`config.mk`:
```
export PLATFORM = sky130hd
export DESIGN_NAME = vram_arbiter_flat
export DESIGN_NICKNAME = d
export VERILOG_FILES = /design/src/rtl/vram_arbiter_pkg.sv /design/src/rtl/vram_arbiter_if.sv /design/src/rtl/vram_rd_pipe.sv /design/src/rtl/vram_arbiter.sv /design/src/flat_wrapper.sv
export SDC_FILE = /design/constraint.sdc
export NUM_CORES = 1
export LEC_CHECK = 0
export CORE_UTILIZATION = 40
export DETAILED_ROUTE_END_ITERATION = 8
export PLACE_DENSITY = 0.67
export SYNTH_ARGS = -nofsm -noshare
export SYNTH_HDL_FRONTEND = slang
export SYNTH_SLANG_ARGS = --single-unit
```
`constraint.sdc`:
```
create_clock -name i_clk -period 2.59 [get_ports i_clk]
set_input_delay 0.518 -clock i_clk [delete_from_list [all_inputs] [get_ports i_clk]]
set_output_delay 0.518 -clock i_clk [all_outputs]
set_load 0.01 [all_outputs]
```
`src/rtl/vram_arbiter_pkg.sv`:
```
// Shared video definitions: RAM geometry, supported frame sizes, fetch latency.
// FETCH_LAT is the delay the sync-delay line applies to de/hs/vs downstream.
package vram_arbiter_pkg;

  localparam int VRAM_AW           = 15;
  localparam int VRAM_DW           = 8;
  localparam int FRAME_PIX_160X120 = 19200;
  localparam int FRAME_PIX_128X96  = 12288;
  localparam int FETCH_LAT         = 3;
  localparam int WAIT_W            = 10;

  // Identifies what a RAM read in flight belongs to; host writes carry no tag.
  typedef struct packed {
    logic host_rd;
    logic disp;
  } tag_t;

endpackage

```
`src/rtl/vram_arbiter_if.sv`:
```
// Display-timing, host-port and RAM-port bundle of the video RAM arbiter.
// slave = arbiter side, master = environment (timing gen, host, RAM).
interface vram_arbiter_if
  import vram_arbiter_pkg::*;
#(
  parameter int AW = VRAM_AW,
  parameter int DW = VRAM_DW
);

  logic          i_de;
  logic          i_vs;
  logic [DW-1:0] o_disp_data;
  logic          o_disp_valid;
  logic          i_host_valid;
  logic          o_host_ready;
  logic          i_host_we;
  logic [AW-1:0] i_host_addr;
  logic [DW-1:0] i_host_wdata;
  logic [DW-1:0] o_host_rdata;
  logic          o_host_rvalid;
  logic          o_host_starved;
  logic          i_clr_starved;
  logic          o_mem_en;
  logic          o_mem_we;
  logic [AW-1:0] o_mem_addr;
  logic [DW-1:0] o_mem_wdata;
  logic [DW-1:0] i_mem_rdata;

  modport slave (
    input  i_de, i_vs, i_host_valid, i_host_we, i_host_addr, i_host_wdata,
    input  i_clr_starved, i_mem_rdata,
    output o_disp_data, o_disp_valid, o_host_ready, o_host_rdata, o_host_rvalid,
    output o_host_starved, o_mem_en, o_mem_we, o_mem_addr, o_mem_wdata
  );

  modport master (
    output i_de, i_vs, i_host_valid, i_host_we, i_host_addr, i_host_wdata,
    output i_clr_starved, i_mem_rdata,
    input  o_disp_data, o_disp_valid, o_host_ready, o_host_rdata, o_host_rvalid,
    input  o_host_starved, o_mem_en, o_mem_we, o_mem_addr, o_mem_wdata
  );

endinterface

```
`src/rtl/vram_rd_pipe.sv`:
```
// Read-return pipeline: tag follows each read for 2 stages, data lands at grant+3.
// No backpressure; valids are single-cycle, data registers hold their last value.
module vram_rd_pipe
  import vram_arbiter_pkg::*;
#(
  parameter int DW = VRAM_DW
) (
  input  logic          i_clk,
  input  logic          i_rstn,
  input  tag_t          i_tag,
  input  logic [DW-1:0] i_mem_rdata,
  output logic [DW-1:0] o_disp_data,
  output logic          o_disp_valid,
  output logic [DW-1:0] o_host_rdata,
  output logic          o_host_rvalid
);

  tag_t          tag1_d, tag1_q;
  tag_t          tag2_d, tag2_q;
  logic [DW-1:0] disp_data_d, disp_data_q;
  logic          disp_valid_d, disp_valid_q;
  logic [DW-1:0] host_rdata_d, host_rdata_q;
  logic          host_rvalid_d, host_rvalid_q;

  // tag1 aligns with the registered RAM command, tag2 with the RAM read data.
  always_comb begin
    tag1_d        = i_tag;
    tag2_d        = tag1_q;
    disp_valid_d  = tag2_q.disp;
    host_rvalid_d = tag2_q.host_rd;
    disp_data_d   = tag2_q.disp    ? i_mem_rdata : disp_data_q;
    host_rdata_d  = tag2_q.host_rd ? i_mem_rdata : host_rdata_q;
  end

  always_ff @(posedge i_clk or negedge i_rstn) begin
    if (!i_rstn) begin
      tag1_q        <= '0;
      tag2_q        <= '0;
      disp_data_q   <= '0;
      disp_valid_q  <= 1'b0;
      host_rdata_q  <= '0;
      host_rvalid_q <= 1'b0;
    end else begin
      tag1_q        <= tag1_d;
      tag2_q        <= tag2_d;
      disp_data_q   <= disp_data_d;
      disp_valid_q  <= disp_valid_d;
      host_rdata_q  <= host_rdata_d;
      host_rvalid_q <= host_rvalid_d;
    end
  end

  assign o_disp_data   = disp_data_q;
  assign o_disp_valid  = disp_valid_q;
  assign o_host_rdata  = host_rdata_q;
  assign o_host_rvalid = host_rvalid_q;

endmodule

```
`src/rtl/vram_arbiter.sv`:
```
// Single-port VRAM arbiter: display fetch owns the RAM while de=1, host only in blanking.
// Display data returns 3 cycles after de; host is held off (ready=!de) with starvation flag.
module vram_arbiter
  import vram_arbiter_pkg::*;
#(
  parameter int AW        = VRAM_AW,
  parameter int DW        = VRAM_DW,
  parameter int FRAME_PIX = FRAME_PIX_160X120,
  parameter int MAX_WAIT  = 1023
) (
  input  logic           i_clk,
  input  logic           i_rstn,
  vram_arbiter_if.slave  bus
);

  localparam logic [AW-1:0]     LAST_PIX = AW'(FRAME_PIX - 1);
  localparam logic [WAIT_W-1:0] WAIT_LIM = WAIT_W'(MAX_WAIT);

  logic              host_ready;
  logic              host_go;
  logic              host_wait;
  tag_t              grant_tag;
  logic [AW-1:0]     frame_addr_d, frame_addr_q;
  logic              mem_en_d, mem_en_q;
  logic              mem_we_d, mem_we_q;
  logic [AW-1:0]     mem_addr_d, mem_addr_q;
  logic [DW-1:0]     mem_wdata_d, mem_wdata_q;
  logic [WAIT_W-1:0] wait_d, wait_q;
  logic              starved_d, starved_q;

  assign host_ready = !bus.i_de;
  assign host_go    = bus.i_host_valid && host_ready;
  assign host_wait  = bus.i_host_valid && !host_ready;

  always_comb begin
    frame_addr_d = frame_addr_q;
    if (bus.i_vs) begin
      frame_addr_d = '0;
    end else if (bus.i_de) begin
      frame_addr_d = (frame_addr_q == LAST_PIX) ? '0 : frame_addr_q + 1'b1;
    end
  end

  // Address/wdata hold when idle so the RAM bus does not toggle needlessly.
  always_comb begin
    mem_en_d    = bus.i_de || host_go;
    mem_we_d    = host_go && bus.i_host_we;
    mem_addr_d  = mem_addr_q;
    mem_wdata_d = mem_wdata_q;
    grant_tag   = '0;
    if (bus.i_de) begin
      mem_addr_d     = frame_addr_q;
      grant_tag.disp = 1'b1;
    end else if (host_go) begin
      mem_addr_d        = bus.i_host_addr;
      mem_wdata_d       = bus.i_host_wdata;
      grant_tag.host_rd = !bus.i_host_we;
    end
  end

  // A still-starving host re-asserts the flag even while it is being cleared.
  always_comb begin
    wait_d = '0;
    if (host_wait) begin
      wait_d = (wait_q == '1) ? wait_q : wait_q + 1'b1;
    end
    starved_d = (wait_d >= WAIT_LIM) || (starved_q && !bus.i_clr_starved);
  end

  always_ff @(posedge i_clk or negedge i_rstn) begin
    if (!i_rstn) begin
      frame_addr_q <= '0;
      mem_en_q     <= 1'b0;
      mem_we_q     <= 1'b0;
      mem_addr_q   <= '0;
      mem_wdata_q  <= '0;
      wait_q       <= '0;
      starved_q    <= 1'b0;
    end else begin
      frame_addr_q <= frame_addr_d;
      mem_en_q     <= mem_en_d;
      mem_we_q     <= mem_we_d;
      mem_addr_q   <= mem_addr_d;
      mem_wdata_q  <= mem_wdata_d;
      wait_q       <= wait_d;
      starved_q    <= starved_d;
    end
  end

  assign bus.o_host_ready   = host_ready;
  assign bus.o_host_starved = starved_q;
  assign bus.o_mem_en       = mem_en_q;
  assign bus.o_mem_we       = mem_we_q;
  assign bus.o_mem_addr     = mem_addr_q;
  assign bus.o_mem_wdata    = mem_wdata_q;

  vram_rd_pipe #(
    .DW (DW)
  ) u_rd_pipe (
    .i_clk         (i_clk),
    .i_rstn        (i_rstn),
    .i_tag         (grant_tag),
    .i_mem_rdata   (bus.i_mem_rdata),
    .o_disp_data   (bus.o_disp_data),
    .o_disp_valid  (bus.o_disp_valid),
    .o_host_rdata  (bus.o_host_rdata),
    .o_host_rvalid (bus.o_host_rvalid)
  );

endmodule

```
`src/flat_wrapper.sv`:
```
// flat-port wrapper written by rule: the top's interface ports become plain ports
module vram_arbiter_flat import vram_arbiter_pkg::*;
#(
  parameter int AW        = VRAM_AW,
  parameter int DW        = VRAM_DW,
  parameter int FRAME_PIX = FRAME_PIX_160X120,
  parameter int MAX_WAIT  = 1023
)
  (i_clk, i_rstn, bus_i_de, bus_i_vs, bus_i_host_valid, bus_i_host_we, bus_i_host_addr, bus_i_host_wdata, bus_i_clr_starved, bus_i_mem_rdata, bus_o_disp_data, bus_o_disp_valid, bus_o_host_ready, bus_o_host_rdata, bus_o_host_rvalid, bus_o_host_starved, bus_o_mem_en, bus_o_mem_we, bus_o_mem_addr, bus_o_mem_wdata);
  vram_arbiter_if #(.AW(AW), .DW(DW)) bus_i ();
  input  logic i_clk;
  input  logic i_rstn;
  input wire logic [$bits(bus_i.i_de)-1:0] bus_i_de;
  input wire logic [$bits(bus_i.i_vs)-1:0] bus_i_vs;
  input wire logic [$bits(bus_i.i_host_valid)-1:0] bus_i_host_valid;
  input wire logic [$bits(bus_i.i_host_we)-1:0] bus_i_host_we;
  input wire logic [$bits(bus_i.i_host_addr)-1:0] bus_i_host_addr;
  input wire logic [$bits(bus_i.i_host_wdata)-1:0] bus_i_host_wdata;
  input wire logic [$bits(bus_i.i_clr_starved)-1:0] bus_i_clr_starved;
  input wire logic [$bits(bus_i.i_mem_rdata)-1:0] bus_i_mem_rdata;
  output wire logic [$bits(bus_i.o_disp_data)-1:0] bus_o_disp_data;
  output wire logic [$bits(bus_i.o_disp_valid)-1:0] bus_o_disp_valid;
  output wire logic [$bits(bus_i.o_host_ready)-1:0] bus_o_host_ready;
  output wire logic [$bits(bus_i.o_host_rdata)-1:0] bus_o_host_rdata;
  output wire logic [$bits(bus_i.o_host_rvalid)-1:0] bus_o_host_rvalid;
  output wire logic [$bits(bus_i.o_host_starved)-1:0] bus_o_host_starved;
  output wire logic [$bits(bus_i.o_mem_en)-1:0] bus_o_mem_en;
  output wire logic [$bits(bus_i.o_mem_we)-1:0] bus_o_mem_we;
  output wire logic [$bits(bus_i.o_mem_addr)-1:0] bus_o_mem_addr;
  output wire logic [$bits(bus_i.o_mem_wdata)-1:0] bus_o_mem_wdata;
  assign bus_i.i_de = bus_i_de;
  assign bus_i.i_vs = bus_i_vs;
  assign bus_i.i_host_valid = bus_i_host_valid;
  assign bus_i.i_host_we = bus_i_host_we;
  assign bus_i.i_host_addr = bus_i_host_addr;
  assign bus_i.i_host_wdata = bus_i_host_wdata;
  assign bus_i.i_clr_starved = bus_i_clr_starved;
  assign bus_i.i_mem_rdata = bus_i_mem_rdata;
  assign bus_o_disp_data = bus_i.o_disp_data;
  assign bus_o_disp_valid = bus_i.o_disp_valid;
  assign bus_o_host_ready = bus_i.o_host_ready;
  assign bus_o_host_rdata = bus_i.o_host_rdata;
  assign bus_o_host_rvalid = bus_i.o_host_rvalid;
  assign bus_o_host_starved = bus_i.o_host_starved;
  assign bus_o_mem_en = bus_i.o_mem_en;
  assign bus_o_mem_we = bus_i.o_mem_we;
  assign bus_o_mem_addr = bus_i.o_mem_addr;
  assign bus_o_mem_wdata = bus_i.o_mem_wdata;
  vram_arbiter #(.AW(AW), .DW(DW), .FRAME_PIX(FRAME_PIX), .MAX_WAIT(MAX_WAIT)) u_core (.i_clk(i_clk), .i_rstn(i_rstn), .bus(bus_i));
endmodule
```
**Run 1: cell density map**

Scale: 4 px per µm. The die is cut into 9 by 9 equal tiles; dark blue is low, red is high, 0 to 100% covered.
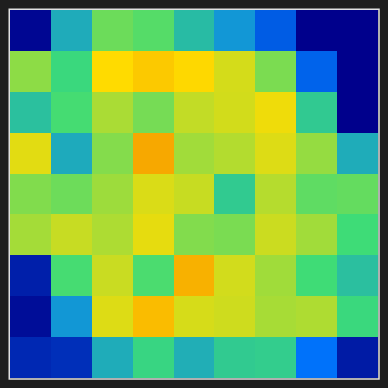
tiles over 75% full: 7.4%
emptiest ninth of the die: upper right
fullest tile: 81%

**Run 1: placement by cell class**

Scale: 4 px per µm.
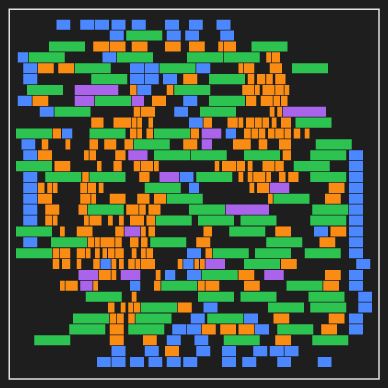
[orange] all other logic | cells: 200 | share of their area: 31%
[green] flip-flops | cells: 73 | share of their area: 43%
[blue] other buffers and delay cells | cells: 89 | share of their area: 20%
[purple] clock drivers and dummy loads | cells: 16 | share of their area: 5.8%

==> flow_summary.yaml, run 1 <==
# physical design summary
run:
  tool_warnings: 26
  drv_cap: 0
clock_network:
  cts_setup_buffers: 0
  clk_path_buf_depth: 2
  clk-insertion-delay-late_ps: 340
yosys:
  top_area_share_pct: 56.28
  ys_sh_aoi_pct: 11.53
  synthArstFlopShare_pct: 100.0
  syn_inst: 289
  top_cells_by_count: "dfrtp_1, nand2_1, mux2_2, o21ai_0, mux2i_1"
  yosysWarnings: 0
critical_path:
  crit_required_ps: 2070
  cp_top_family: "buffers and inverters"
  crit_path_start: "bus_i_de"
  crit_fanout: 5
  reg2reg_to: "u_core.frame_addr_q[4]"
  cp.arrival_ps: 1750
  endpoint: "bus_o_host_ready"
cells_and_area:
  buffers_excl_clock: 89
  fin_util_pct: 56.81
  layout_top_cells: "clkdlybuf4s50_1, dfrtp_1, nand2_1"
  layout.cells.most_common: "clkdlybuf4s50_1"
routing:
  met3_length_um: 275
  wirelength_mm: 6.936
  drtIter0Drc: 146
global_route:
  grt_use_total_pct: 17.52
  grt_use_met3_pct: 4.395
  grt_util_met1_pct: 22.62
  grt-ovfl-total: 0
  grt_pass1_vias: 2387
pwr:
  peakVddDrop_mv: 0.5242
  pg_seq_mw: 1.29
  p_leak_nw: 1.839
  p_seq_share_pct: 45.9
timing:
  relSlewSlack_pct: 39.47
  post-route-min-period_ps: 2264
  hold_viol: 0
  slew_violations: 0
floorplanning:
  die_h_um: 92.08
run_status:
  status: "finished, final reports clean"
**Run 1: placement view**

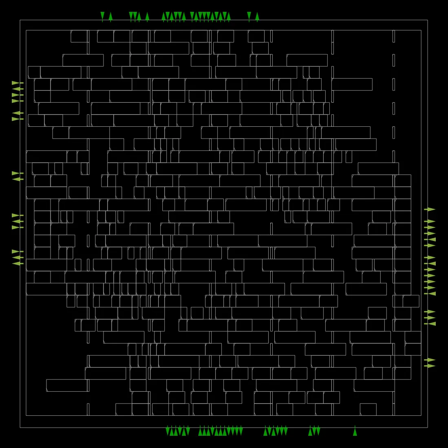
Tapcells: 102
Filler cells: 681
area of the core: 7767 µm²

[run 1: state kept, by name, indices dropped and copies added, names as in the netlist, 2 cells and up]
| name | count |
|---|---|
| u_core.frame_addr_q | 15 |
| u_core.u_rd_pipe.o_disp_data | 8 |
| u_core.u_rd_pipe.tag1_q | 2 |
| u_core.bus.o_mem_wdata | 8 |
| u_core.u_rd_pipe.o_host_rdata | 8 |
| u_core.bus.o_mem_addr | 15 |
| u_core.wait_q | 10 |
[run 1: stage by stage]
step / std cells / setup WS (ps) / hold slack (ps)
6_report: 480 / 325.5 / 289.7
3_5_place_dp: 464 / 299.4 / 337.1
2_1_floorplan: 289 / 675.9 / 222.4
5_1_grt: 480 / 167.9 / 357.3
4_1_cts: 480 / 330.1 / 326.7
3_3_place_gp: 464 / 343.2 / 334.6
--- run 2 (diff from run 1) ---
SKIP_CTS_REPAIR_TIMING = 1   (was unset)
**Run 2: wires at chosen ports, followed through buffers**

Scale: 3 px per µm.
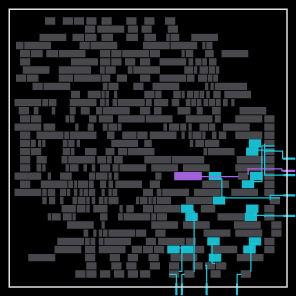
[cyan] bus_i_mem_rdata | bits: 8 | direction: input | end cells: 16 | buffers: 8 | wire: 183 µm
[purple] bus_o_mem_en | bits: 1 | direction: output | end cells: 1 | buffers: 1 | wire: 27.5 µm

**Run 2: placement by cell class**

Scale: 4 px per µm.
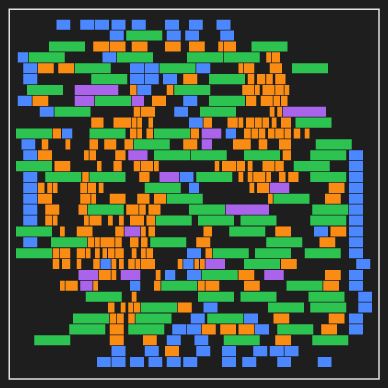
[blue] other buffers and delay cells | cells: 89 | share of their area: 20%
[purple] clock drivers and dummy loads | cells: 16 | share of their area: 5.8%
[orange] all other logic | cells: 200 | share of their area: 31%
[green] flip-flops | cells: 73 | share of their area: 43%

**Run 2: placement view**

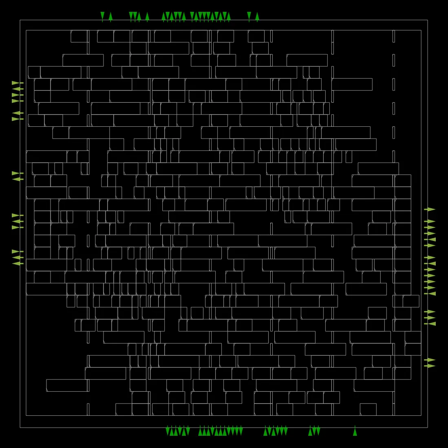
flop count: 73
FP Rows: 32

==> run 2 against run 1 <==
Clock skew stayed put. Synthesized area unchanged. Worst setup slack did not move. Clock power about the same. Power unchanged. Worst hold slack is the same. First-iteration DRC count is the same. Synthesized cell count stayed put. Critical path depth is the same. Final cell count is the same. Non-clock buffer count unchanged. Largest cell class unchanged.
==> flow_summary.yaml, run 2 <==
# physical design summary
critical_path:
  cp.arrival_ps: 1750
  cp_top_family: "buffers and inverters"
  crit_required_ps: 2070
  crit_fanout: 5
run:
  drv_cap: 0
routing:
  wirelength_mm: 6.936
  met3_length_um: 275
clock_network:
  clk-insertion-delay-late_ps: 340
  clk_path_buf_depth: 2
cells_and_area:
  buffers_excl_clock: 89
  fill_cells: 681
  final_cells: 480
  fin_util_pct: 56.81
  layout.cells.most_common: "clkdlybuf4s50_1"
floorplanning:
  taps: 102
  core_area_um2: 7767
  die_h_um: 92.08
yosys:
  top_cells_by_count: "dfrtp_1, nand2_1, mux2_2, o21ai_0, mux2i_1"
  synthArstFlopShare_pct: 100.0
  ys_sh_aoi_pct: 11.53
  syn_inst: 289
  top_area_share_pct: 56.28
  yosysWarnings: 0
pwr:
  p_seq_share_pct: 45.9
  peakVddDrop_mv: 0.5242
placed_design:
  dp_cells: 464
  pre_cts_ws_ps: 299.4
global_route:
  grt_use_met3_pct: 4.395
  grt_use_total_pct: 17.52
  grt_pass1_vias: 2387
timing:
  hold_viol: 0
  fin_ws_ps: 325.5
  post-route-min-period_ps: 2264
  relSlewSlack_pct: 39.47
run_status:
  status: "finished, final reports clean"
-- run 2: cell counts in the layout (fill, tap and decap cells not counted) --
No cell type changed its count.
-- run 2: final timing paths --
| check | slack [ps] | to | start |
|---|---|---|---|
| setup / recovery | 330 | bus_o_host_ready | bus_i_de |
| hold / removal | 290 | u_core.bus.o_mem_wdata[4] | i_rstn |
| setup reg to reg | 340 | u_core.frame_addr_q[4] | u_core.frame_addr_q[0] |
| hold reg to reg | 350 | u_core.u_rd_pipe.disp_valid_d | u_core.u_rd_pipe.tag1_q[0] |
| max in group asynchronous | 1690 | u_core.frame_addr_q[6] | i_rstn |
| min in group i_clk | 350 | u_core.u_rd_pipe.disp_valid_d | u_core.u_rd_pipe.tag1_q[0] |
**Run 2: cell density map**

Scale: 4 px per µm. The die is cut into 9 by 9 equal tiles; dark blue is low, red is high, 0 to 100% covered.
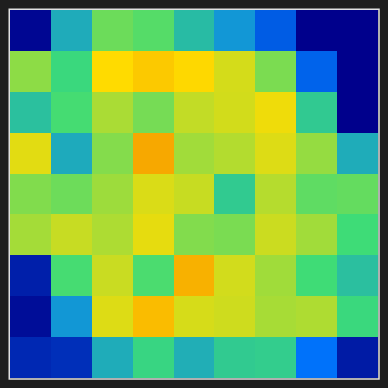

--- run 3 (diff from run 2) ---
clock period = 2.63 ns   (was 2.59 ns; I/O delays follow)
**Run 3: cell density map**

Scale: 4 px per µm. The die is cut into 9 by 9 equal tiles; dark blue is low, red is high, 0 to 100% covered.
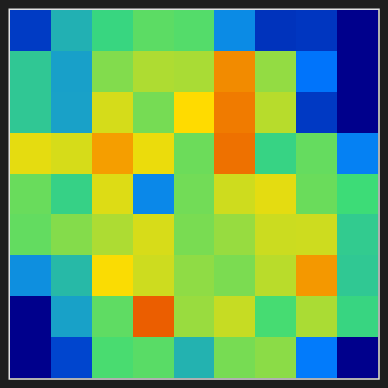
tiles over 75% full: 8.6%
fullest tile: 89%
mean over tiles: 50%

**Run 3: placement view**

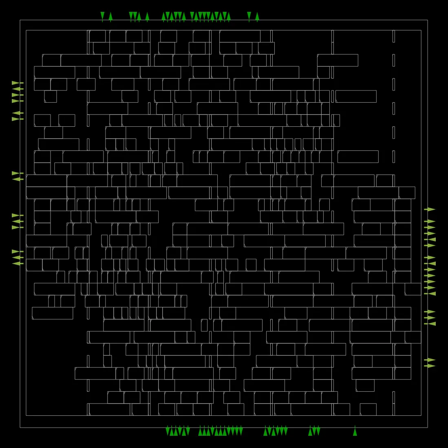
Filler cells: 686
utilization after layout: 56.49%

**Run 3: met1 routing**

Scale: 4 px per µm. Supply wires on this layer in grey. Cells faint in the background.
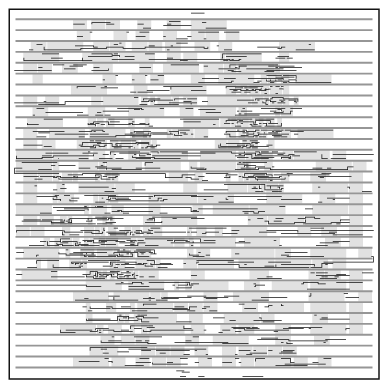
longest straight run: 34.5 µm
share of all routed wire: 45%

==> run 3 against run 2 <==
Critical path depth unchanged. Clock-buffer cell count unchanged. Global-route usage increased by 0.16 points. Sequential share of layout area increased by 0.24 points. Critical path type unchanged. Clock skew increased by 2.4 ps. Final cell count unchanged. Power decreased by 4.9%.
==> flow_summary.yaml, run 3 <==
# physical design summary
run_status:
  status: "finished, final reports clean"
run:
  drv_cap: 0
  tool_warnings: 26
critical_path:
  r2r_start: "u_core.frame_addr_q[0]"
  reg2reg_to: "u_core.frame_addr_q[4]"
  crit_fanout: 5
  regToRegSetupSlack_ps: 340
  cp.arrival_ps: 1810
  crit_required_ps: 2100
pwr:
  p_leak_nw: 1.824
  p_seq_share_pct: 47.4
  peakVddDrop_mv: 0.4033
clock_network:
  clk-insertion-delay-late_ps: 350
  clk_path_buf_depth: 2
floorplanning:
  taps: 102
  die_h_um: 92.08
  row_count: 32
yosys:
  yosysWarnings: 0
  top_cells_by_count: "dfrtp_1, nand2_1, mux2_2, o21ai_0, mux2i_1"
  syn_inst: 289
  synthArstFlopShare_pct: 100.0
  top_area_share_pct: 56.28
global_route:
  grt_use_met3_pct: 4.478
  grt_pass1_vias: 2389
  grt_util_met1_pct: 24.28
  grt-ovfl-total: 0
  grt_use_total_pct: 17.68
cells_and_area:
  ff_count: 73
  num-nets-final: 413
  layout_top_cells: "clkdlybuf4s50_1, dfrtp_1, nand2_1"
  layout.cells.most_common: "clkdlybuf4s50_1"
  buffers_excl_clock: 89
routing:
  drtIter0Drc: 93
  met3_length_um: 341
  wirelength_mm: 6.912
placed_design:
  dp_cells: 464
  pre_cts_ws_ps: 263.9
timing:
  slew_violations: 0
  fin_ws_ps: 298.3
  relSlewSlack_pct: 39.31
-- run 3: cell counts after synthesis --
No cell type changed its count.
-- run 3: kinds of logic (layout without fill, tap and decap cells) --
kind of cell               Yosys count  count (layout)  share of synthesized area [%]
and+or+nand+nor                     83              83                          12.61
muxes                               41              41                          13.61
xor gates and xnor gates             7               7                          1.889
buffers and inverters               23             112                          3.315
adders and majority gates            2               2                         0.7709
AOI/OAI and AO/OA                   60              60                          11.53
DFF                                 73              73                          56.28
-- run 3: power groups by stage --
stage / sequential, mW / clock (mW) / combinational (mW)
floorplan: 1.31 / 0 / 0.128
global placement: 1.28 / 0 / 0.411
detailed placement: 1.29 / 0 / 0.416
CTS: 1.26 / 1.02 / 0.417
global route: 1.28 / 1.08 / 0.444
finish: 1.26 / 0.993 / 0.410
No activity file was given, so power comes from the tool's default toggle rates.
